met3.png
The bar under the picture is 20 um long.
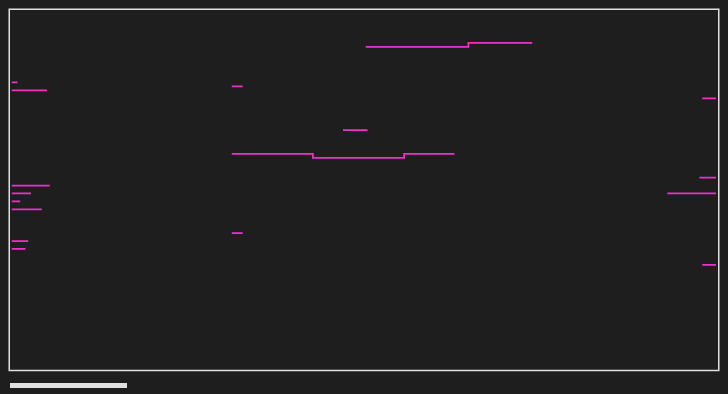
wire_density.png
The bar under the picture is 20 um long. The die is cut into 24 by 12 equal tiles; dark blue is low, red is high, scaled to the fullest tile. Values are wire area over tile area, all layers added.
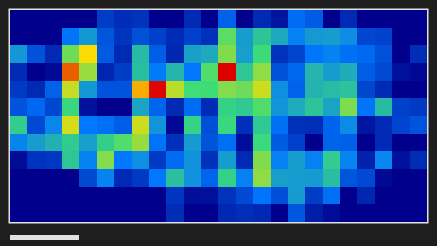
$ cat config.mk
export PLATFORM = sky130hd
export DESIGN_NAME = hs_slave_fifo
export DESIGN_NICKNAME = d
export VERILOG_FILES = /design/src/rtl/hs_slave_fifo.sv
export SDC_FILE = /design/constraint.sdc
export NUM_CORES = 1
export LEC_CHECK = 0
export ABC_AREA = 0
export ABC_CLOCK_PERIOD_IN_PS = 2700
export CAP_MARGIN = 20
export CORE_ASPECT_RATIO = 0.5
export CORE_UTILIZATION = 25
export DETAILED_ROUTE_END_ITERATION = 6
export PLACE_DENSITY = 0.41
export SLEW_MARGIN = 25
export SYNTH_ARGS = -nofsm -noshare
export SYNTH_HDL_FRONTEND = slang
export SYNTH_SLANG_ARGS = --single-unit
$ cat constraint.sdc
create_clock -name clk -period 2.7 [get_ports clk]
set_clock_uncertainty 0.15 [all_clocks]
set_input_delay 0.675 -clock clk [delete_from_list [all_inputs] [get_ports clk]]
set_output_delay 0.675 -clock clk [all_outputs]
set_load 0.1 [all_outputs]
$ cat src/rtl/hs_slave_fifo.sv
// hs_slave_fifo: first-word fall-through slave buffer with a receive enable,
// a synchronous flush and a sticky overflow flag.
module hs_slave_fifo #(
    parameter int unsigned L     = 8,
    parameter int unsigned DEPTH = 4
) (
    input  logic                     clk,
    input  logic                     rst,
    input  logic                     ren,
    input  logic                     flush,
    input  logic                     s_valid,
    output logic                     s_ready,
    input  logic [L-1:0]             s_data,
    output logic                     m_valid,
    input  logic                     m_ready,
    output logic [L-1:0]             m_data,
    output logic [$clog2(DEPTH):0]   count,
    output logic                     full,
    output logic                     empty,
    output logic                     ovf_sticky
);

    localparam int unsigned AW = $clog2(DEPTH);
    localparam int unsigned CW = AW + 1;

    logic [L-1:0]  r_mem [DEPTH];
    logic [AW-1:0] r_wr_ptr;
    logic [AW-1:0] r_rd_ptr;
    logic [CW-1:0] r_count;
    logic          r_ovf;
    logic          r_rst_q;

    logic          w_full;
    logic          w_empty;
    logic          w_push;
    logic          w_pop;

    assign w_full   = (r_count == CW'(DEPTH));
    assign w_empty  = (r_count == '0);

    // Acceptance depends only on registered state and control inputs, never
    // on the handshake inputs, so no combinational path s_valid/m_ready -> s_ready.
    assign s_ready  = ren && !w_full && !r_rst_q && !rst && !flush;
    assign m_valid  = !w_empty;
    assign m_data   = w_empty ? '0 : r_mem[r_rd_ptr];

    assign w_push   = s_valid && s_ready;
    assign w_pop    = m_valid && m_ready;

    assign count      = r_count;
    assign full       = w_full;
    assign empty      = w_empty;
    assign ovf_sticky = r_ovf;

    // Control state: pointers, occupancy, overflow flag, post-reset blanking.
    always_ff @(posedge clk) begin
        r_rst_q <= rst;
        if (rst || flush) begin
            r_wr_ptr <= '0;
            r_rd_ptr <= '0;
            r_count  <= '0;
            r_ovf    <= 1'b0;
        end else begin
            if (w_push) begin
                r_wr_ptr <= r_wr_ptr + AW'(1);
            end
            if (w_pop) begin
                r_rd_ptr <= r_rd_ptr + AW'(1);
            end
            case ({w_push, w_pop})
                2'b10:   r_count <= r_count + CW'(1);
                2'b01:   r_count <= r_count - CW'(1);
                default: r_count <= r_count;
            endcase
            if (s_valid && ren && w_full) begin
                r_ovf <= 1'b1;
            end
        end
    end

    // Storage array; left unreset since empty entries are masked on m_data.
    always_ff @(posedge clk) begin
        if (w_push) begin
            r_mem[r_wr_ptr] <= s_data;
        end
    end

endmodule
==> flow_summary.toml <==
# synthesis and place-and-route metrics
[status]
status = "completed"

[worst_setup_path]
path_buffers = 4
worstSetupPathType = "in -> reg"
start_kind = "primary input"
crit_family = "buffers and inverters"
crit_fanout = 2
path_cells = "clkdlybuf4s50_1 -> nand2b_1 -> buf_4 -> nor4b_4 -> inv_1 -> ha_2 -> inv_2 -> fa_2 -> xor2_1 -> or3_1 -> a21oi_1"

[clock_network]
cts-root-buf = "clkbuf_16"
cts_sinks = 43
htreeDepth = 2
clock_latency_ps = 280

[placed_design]
dp_slack_ps = -208.8
globalplace.congestion = 0.6893

[routing]
drt_first_pass_iters = 4
wl_per_cell_um = 12.55
via_per_inst = 4.077
drc = 0
dr.first_iter.drc_count = 60

[global_routing]
grt_max_degree = 15
grt_first_pass_wirelength_um = 5257
grt_pass1_vias = 1041

[cells_and_area]
syn_to_final_growth_pct = 55.40
final_cells = 259

[floorplanning]
ios = 30
die_area_sq_um = 7499
die_w_um = 121.5
floorplan.core_util_pct = 26.32

[power]
ir_worst_vdd_mv = 0.2051
p_per_area_nw_per_um2 = 529.3
p_seq_share_pct = 48.5

[sta]
rsz0062_at_grt = "false"
period_used_pct = 94.94
hold_violations = 0

[synth]
syn-cell-area_sq_um = 1784
ys.flops = 43
yosys_area_sq_um = 1784
ys_warn_count = 0
syn_area_per_cell_sq_um = 15.65

[run]
tool_warnings = 30
maxCapViolCount = 0
-- met3.png (at the start) --
The wires run mostly horizontal. The layer carries 116 um of wire. The layer holds 3.6% of the routed length. 14 nets have wire on it.

-- wire_density.png (at the start) --
The fullest tile reaches 0.31. The emptiest ninth of the die: lower left. 9.4% of the tiles are over half the peak.

[final timing paths]
kind	slack, ps	startpoint	cells past startpoint	endpoint
max reg2reg	570	count[1]$_SDFFE_PP0P_	9	count[2]$_SDFFE_PP0P_
max	140	ren	11	count[2]$_SDFFE_PP0P_
min reg2reg	330	r_rd_ptr[1]$_SDFFE_PP0P_	2	register
min	330	r_rd_ptr[1]$_SDFFE_PP0P_	2	register
[worst reg2reg max path, stage by stage, from the launching register on]
cell     delay (ps)
dfxtp_4         360
nor3b_4         250
nor4b_4          80
inv_1            70
ha_2            190
inv_2            40
fa_2            320
xor2_1          150
or3_1           310
a21oi_1         130
[power groups by stage]
stage          Clock, mW  Combinational, mW  Sequential, mW
6_report           0.678             0.0780           0.711
5_1_grt            0.729             0.0838           0.711
4_1_cts            0.701             0.0745           0.711
3_5_place_dp           0             0.0722           0.725
3_3_place_gp           0             0.0718           0.725
2_1_floorplan          0             0.0281           0.726
[synth_stat cells]
library cell / n / area share (%)
xor2_1: 2 / 0.98
or2_1: 1 / 0.35
or3_1: 3 / 1.1
o211ai_1: 1 / 0.42
dfxtp_1: 11 / 12
mux4_2: 8 / 10
nor4b_4: 1 / 1.3
o31ai_1: 1 / 0.42
o21ai_0: 5 / 1.4
ha_1: 5 / 3.5
edfxtp_1: 32 / 54
a21oi_1: 4 / 1.1
a31oi_1: 1 / 0.35
and2_1: 4 / 1.4
nand3b_1: 1 / 0.42
nand2_1: 3 / 0.63
fa_1: 1 / 1.1
buf_2: 1 / 0.28
nor3b_2: 1 / 0.70
nand2b_1: 1 / 0.35
buf_6: 1 / 0.63
clkbuf_1: 2 / 0.42
nor2b_1: 9 / 3.2
or4b_1: 1 / 0.56
inv_1: 7 / 1.5
nor2_1: 5 / 1.1
nor3_1: 2 / 0.56
[repair_timing]
item	CTS	global route
endpoints found under the setup margin	1	2
hold buffers	0	0
pin swaps	1	2
buffers inserted	0	4
resized	3	3
[through the flow]
stage | area, sq um | hold slack [ps]
after floorplan | 1883 | 305.1
after global placement | 2552 | 324.5
after detailed placement | 2552 | 335.6
after CTS | 2734 | 342.3
after global routing | 2773 | 376.0
final | 2773 | 328.5
[per-layer routing]
metal	global-route usage (%)	vias to the layer above	wire (um)
li1	-	524	-
met5	0	-	0
met4	4.233	0	39
met1	12.89	509	1599
met2	16.23	18	1495
met3	2.737	5	116
[state kept, by name (all words and copies together), names as in the netlist, named ones only]
signal      cells
r_wr_ptr        2
r_mem          32
r_rd_ptr        2
r_rst_q         1
count           3
ovf_sticky      1
[logic make-up after synthesis]
| family | synth area share, % |
|---|---|
| compound gates | 3.717 |
| xor+xnor | 0.9819 |
| fa+ha+maj | 4.628 |
| buf+inv | 2.805 |
| flops | 66.20 |
| mux | 10.10 |
| simple gates | 11.57 |
[area by class of cell]
type	count	area share [%]
Inverter	7	1.083
Timing Repair Buffer	49	22.56
Tap cell	92	4.152
Multi-Input combinational cell	60	23.19
Clock buffer	5	4.513
Clock inverter	3	1.579
Sequential cell	43	42.92
